Run 1, port wiring:
Scale: 4 px per um.
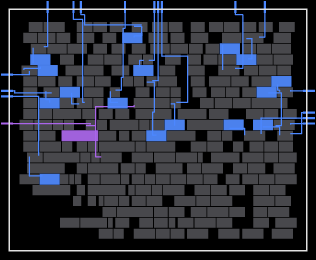
Run 1, local utilization:
Scale: 4 px per um. 7 x 6 tiles, from dark blue (low) to red (high), 0 to 100% covered.
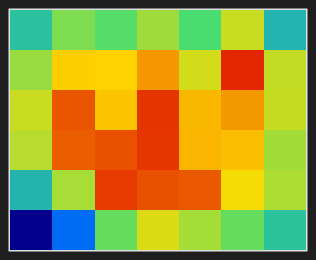
Run 1, cell outlines without signal wires:
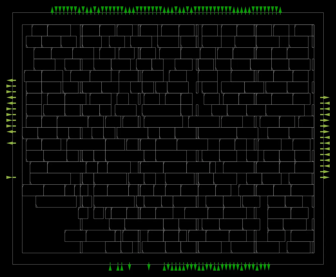
==> src/rtl/ram_bus_arbiter.sv <==
// ram_bus_arbiter: two-master round-robin arbiter for the shared device bus.
// Optional tenure timeout is compiled in when ARB_TIMEOUT_EN is defined.
module ram_bus_arbiter #(
    parameter int unsigned TIMEOUT = 64
) (
    input  logic        clk,
    input  logic        rst_n,
    input  logic        m0_req,
    input  logic        m1_req,
    output logic        m0_gnt,
    output logic        m1_gnt,
    input  logic [2:0]  m0_device_select,
    input  logic [2:0]  m1_device_select,
    input  logic [15:0] m0_addr,
    input  logic [15:0] m1_addr,
    input  logic        m0_we,
    input  logic        m1_we,
    input  logic        m0_oe,
    input  logic        m1_oe,
    input  logic [7:0]  m0_wdata,
    input  logic [7:0]  m1_wdata,
    output logic [7:0]  m0_rdata,
    output logic [7:0]  m1_rdata,
    output logic [2:0]  device_select,
    output logic [15:0] addr_out,
    output logic        we,
    output logic        oe,
    output logic [7:0]  wdata,
    input  logic [7:0]  rdata,
    output logic [1:0]  owner,
    output logic        arb_timeout
);

    localparam int unsigned CW = 8;

    typedef enum logic [1:0] {
        IDLE = 2'b00,
        GNT0 = 2'b01,
        GNT1 = 2'b10
    } state_e;

    state_e state_q, state_d;
    logic   last_owner_q, last_owner_d;
    logic   arb_timeout_q, arb_timeout_d;

`ifdef ARB_TIMEOUT_EN
    localparam logic [CW-1:0] TMAX = CW'(TIMEOUT - 1);
    logic [CW-1:0] tcnt_q, tcnt_d;
`else
    logic [CW-1:0] timeout_unused;
    assign timeout_unused = CW'(TIMEOUT);
`endif

    // Next-state, round-robin choice and tenure timeout
    always_comb begin
        state_d       = state_q;
        last_owner_d  = last_owner_q;
        arb_timeout_d = 1'b0;
`ifdef ARB_TIMEOUT_EN
        tcnt_d        = tcnt_q;
`endif
        case (state_q)
            IDLE: begin
                if (m0_req && (!m1_req || last_owner_q)) begin
                    state_d      = GNT0;
                    last_owner_d = 1'b0;
`ifdef ARB_TIMEOUT_EN
                    tcnt_d       = '0;
`endif
                end else if (m1_req) begin
                    state_d      = GNT1;
                    last_owner_d = 1'b1;
`ifdef ARB_TIMEOUT_EN
                    tcnt_d       = '0;
`endif
                end
            end
            GNT0: begin
                if (!m0_req) begin
                    state_d = IDLE;
                end
`ifdef ARB_TIMEOUT_EN
                else if (tcnt_q == TMAX) begin
                    if (m1_req) begin
                        state_d       = IDLE;
                        arb_timeout_d = 1'b1;
                    end
                end else begin
                    tcnt_d = tcnt_q + CW'(1);
                end
`endif
            end
            GNT1: begin
                if (!m1_req) begin
                    state_d = IDLE;
                end
`ifdef ARB_TIMEOUT_EN
                else if (tcnt_q == TMAX) begin
                    if (m0_req) begin
                        state_d       = IDLE;
                        arb_timeout_d = 1'b1;
                    end
                end else begin
                    tcnt_d = tcnt_q + CW'(1);
                end
`endif
            end
            default: state_d = IDLE;
        endcase
    end

    // State, last owner and timeout pulse registers
    always_ff @(posedge clk or negedge rst_n) begin
        if (!rst_n) begin
            state_q       <= IDLE;
            last_owner_q  <= 1'b1;
            arb_timeout_q <= 1'b0;
`ifdef ARB_TIMEOUT_EN
            tcnt_q        <= '0;
`endif
        end else begin
            state_q       <= state_d;
            last_owner_q  <= last_owner_d;
            arb_timeout_q <= arb_timeout_d;
`ifdef ARB_TIMEOUT_EN
            tcnt_q        <= tcnt_d;
`endif
        end
    end

    assign m0_gnt      = (state_q == GNT0);
    assign m1_gnt      = (state_q == GNT1);
    assign owner       = 2'(state_q);
    assign arb_timeout = arb_timeout_q;

    // Device-side bus mux and read return; idle bus selects nothing
    always_comb begin
        device_select = 3'b000;
        addr_out      = 16'h0000;
        we            = 1'b0;
        oe            = 1'b0;
        wdata         = 8'h00;
        m0_rdata      = 8'h00;
        m1_rdata      = 8'h00;
        case (state_q)
            GNT0: begin
                device_select = m0_device_select;
                addr_out      = m0_addr;
                we            = m0_we & m0_req;
                oe            = m0_oe & m0_req;
                wdata         = m0_wdata;
                if (m0_oe) m0_rdata = rdata;
            end
            GNT1: begin
                device_select = m1_device_select;
                addr_out      = m1_addr;
                we            = m1_we & m1_req;
                oe            = m1_oe & m1_req;
                wdata         = m1_wdata;
                if (m1_oe) m1_rdata = rdata;
            end
            default: ;
        endcase
    end

endmodule

==> config.mk <==
export PLATFORM = sky130hd
export DESIGN_NAME = ram_bus_arbiter
export DESIGN_NICKNAME = d
export VERILOG_FILES = /design/src/rtl/ram_bus_arbiter.sv
export SDC_FILE = /design/constraint.sdc
export NUM_CORES = 1
export LEC_CHECK = 0
export CORE_ASPECT_RATIO = 0.8
export CORE_MARGIN = 2
export CORE_UTILIZATION = 21
export CTS_CLUSTER_SIZE = 12
export DETAILED_ROUTE_END_ITERATION = 6
export GPL_ROUTABILITY_DRIVEN = 1
export GPL_TIMING_DRIVEN = 0
export PLACE_DENSITY = 0.76
export SLEW_MARGIN = 10
export SYNTH_ARGS = -nofsm -noshare
export SYNTH_HDL_FRONTEND = slang
export SYNTH_SLANG_ARGS = --single-unit
==> constraint.sdc <==
create_clock -name clk -period 1.3 [get_ports clk]
set_input_delay 0.13 -clock clk [delete_from_list [all_inputs] [get_ports clk]]
set_output_delay 0.13 -clock clk [all_outputs]
set_load 0.05 [all_outputs]
==> flow_summary_export.csv, run 1 <==
group,metric,value,unit
status,status,"finished with violations",
status,violations,"negative setup slack",
yosys,area_leaders,"a22oi_1 25%, nor2b_1 21%, and3_1 12%",
sta,fin_ws,-425.8,ps
sta,rsz0062_at_grt,"true",
sta,whs,99.46,ps
sta,setup_violations,48,
layout,largest_reg_flops,2,
clocking,tritoncts,"done",
drt,first_pass_iters,4,
layout,flop-count,3,
yosys,simple_gate_share,38.75,%
drt,drt_drc_violations_left,0,
drt,detail_route.vias_per_cell,4.692,
placement,post_dp_cell_area,2407,sq um
layout,final_cell_mix,"69 x clkdlybuf4s50_1, 27 x buf_8, 27 x nor2b_4",
yosys,synth-async-reset-ratio,100.0,%
sta,finClkSkew,2.792,ps
global_routing,use_met1,22.36,%
floorplan,fp.dieW,74.01,um
yosys,synthAdderAreaFrac,7.599,%
layout,num-nets-final,329,
power,power_leader,"combinational cells",
clocking,cts_resized,346,
setup_path,crit_path_end,"addr_out[4]",
global_routing,grt_pass1_wl,6313,um
job,cap_violations,0,
setup_path,r2r_end,"owner[1]",
yosys,synth.net_count,185,
sta,drv_slew,0,
yosys,synth_seq_share,9.271,%
clocking,numCtsBuffers,3,
setup_path,worst_path_most_repeated_cell,"buf_8",
layout,drive_above_1_share,66.01,%
setup_path,endpoint_kind,"primary output",
yosys,ys_warn_count,0,
clocking,cts_buffer_depth,2,
drt,wl_per_cell,15.67,um
layout,nMultiInputCombCells,93,
setup_path,reg2reg_slack,-240,ps
yosys,synth_flop_count,3,
floorplan,tap_cells,55,
power,ir_drop,1540,uV
setup_path,critical_path.max_stage_delay,440,ps
setup_path,cp_top_family,"buffers and inverters",
drt,met3_wirelength,199,um
About 'port wiring':
Key: purple = m1_gnt [direction output, end cells 1, buffers 1, wire 46.0 um]; blue = addr_out [direction output, end cells 16, buffers 16, wire 336 um]
Top Ports: 120
IO Port Bufs: 118

About 'local utilization':
41% of the tiles are over 75% full. The emptiest ninth of the die: lower left. The fullest tile reaches 96%. 2.4% of the tiles are nearly empty. The densest ninth of the die: centre.
fin util: 81.66%
FP Util: 21.79%
Core ar.: 3779 sq um

About 'cell outlines without signal wires':
fin cells: 308
# fillers: 219
Cell Rows: 20

## Run 2: what changed since run 1
--- a/config.mk
+++ b/config.mk
@@ -8,7 +8,6 @@
 export CORE_ASPECT_RATIO = 0.8
 export CORE_MARGIN = 2
 export CORE_UTILIZATION = 21
-export CTS_CLUSTER_SIZE = 12
 export DETAILED_ROUTE_END_ITERATION = 6
 export GPL_ROUTABILITY_DRIVEN = 1
 export GPL_TIMING_DRIVEN = 0
==> flow_summary_export.csv, run 2 <==
group,metric,value,unit
drt,drt_drc_violations_left,0,
setup_path,critical_path.max_stage_delay,440,ps
drt,wl_per_cell,15.67,um
yosys,simple_gate_share,38.75,%
yosys,ys_warn_count,0,
sta,setup_violations,48,
setup_path,cp_top_family,"buffers and inverters",
status,status,"finished with violations",
yosys,synth.net_count,185,
layout,fillers,219,
yosys,synthAdderAreaFrac,7.599,%
sta,finClkSkew,2.792,ps
global_routing,grt_pass1_wl,6313,um
setup_path,reg2reg_slack,-240,ps
power,ir_drop,1540,uV
drt,first_pass_iters,4,
setup_path,endpoint_kind,"primary output",
power,power_leader,"combinational cells",
floorplan,io_pins,120,
placement,post_dp_cell_area,2407,sq um
status,violations,"negative setup slack",
clocking,cts_buffer_depth,2,
job,cap_violations,0,
layout,num-nets-final,329,
layout,layout.cells.non_filler,308,
placement,io_buffers,118,
sta,whs,99.46,ps
drt,detail_route.vias_per_cell,4.692,
yosys,area_leaders,"a22oi_1 25%, nor2b_1 21%, and3_1 12%",
clocking,tritoncts,"done",
yosys,synth_flop_count,3,
sta,fin_ws,-425.8,ps
layout,nMultiInputCombCells,93,
sta,rsz0062_at_grt,"true",
drt,met3_wirelength,199,um
Run 2, M1 wires:
Scale: 6 px per um. Supply wires on this layer in grey.
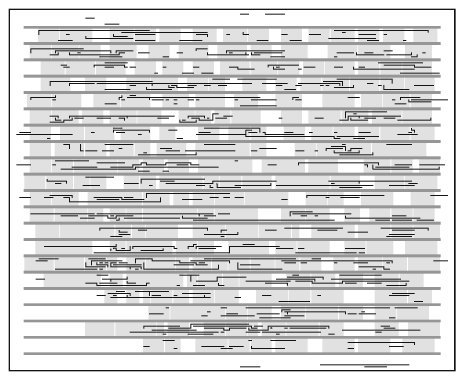
The layer holds 38% of the routed length. The wires run mostly horizontal. The longest straight run is 25.8 um. 267 nets have wire on it.
met1 usage: 22.36%
final wirelength: 4825 um
via count: 1445

Run 2, cell outlines without signal wires:
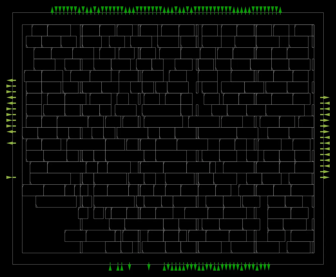
tap cells: 55
flop share of the area: 2.555%
Seq cells: 3

## Run 3: what changed since run 2
--- a/config.mk
+++ b/config.mk
@@ -12,7 +12,6 @@
 export GPL_ROUTABILITY_DRIVEN = 1
 export GPL_TIMING_DRIVEN = 0
 export PLACE_DENSITY = 0.76
-export SLEW_MARGIN = 10
 export SYNTH_ARGS = -nofsm -noshare
 export SYNTH_HDL_FRONTEND = slang
 export SYNTH_SLANG_ARGS = --single-unit
==> flow_summary_export.csv, run 3 <==
group,metric,value,unit
clocking,cts_resized,346,
yosys,ys_warn_count,0,
sta,finClkSkew,2.792,ps
clocking,numCtsBuffers,3,
sta,setup_violations,48,
layout,fillers,219,
sta,fin_ws,-425.8,ps
yosys,synth_seq_share,9.271,%
setup_path,worst_path_most_repeated_cell,"buf_8",
layout,sh_seq_area,2.555,%
status,status,"finished with violations",
placement,post_dp_cell_area,2407,sq um
drt,wl,4825,um
layout,layout.cells.non_filler,308,
floorplan,tap_cells,55,
drt,detail_route.vias_per_cell,4.692,
yosys,synth-async-reset-ratio,100.0,%
clocking,cts_buffer_depth,2,
setup_path,endpoint_kind,"primary output",
status,violations,"negative setup slack",
layout,num-nets-final,329,
global_routing,use_met1,22.36,%
setup_path,crit_path_end,"addr_out[4]",
Run 3, M1 wires:
Scale: 6 px per um. Supply wires on this layer in grey.
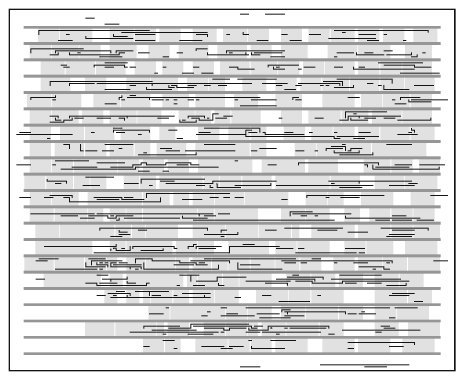
The wires run mostly horizontal. The longest straight run is 25.8 um. The layer holds 38% of the routed length. 267 nets have wire on it. The layer carries 1810 um of wire.

Run 3, placement by cell class:
Scale: 4 px per um.
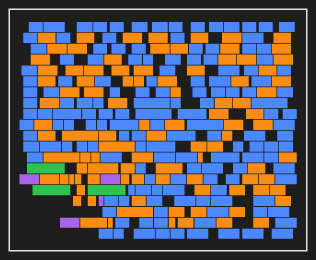
Key: blue = remaining buffers and delay cells [cells 150]; orange = remaining logic cells [cells 96]; green = sequential cells [cells 3]; purple = clock drivers and dummy loads [cells 4]
post-route cell area: 3085 sq um

Power figures rest on the tool's default switching activity, not on a simulated workload.
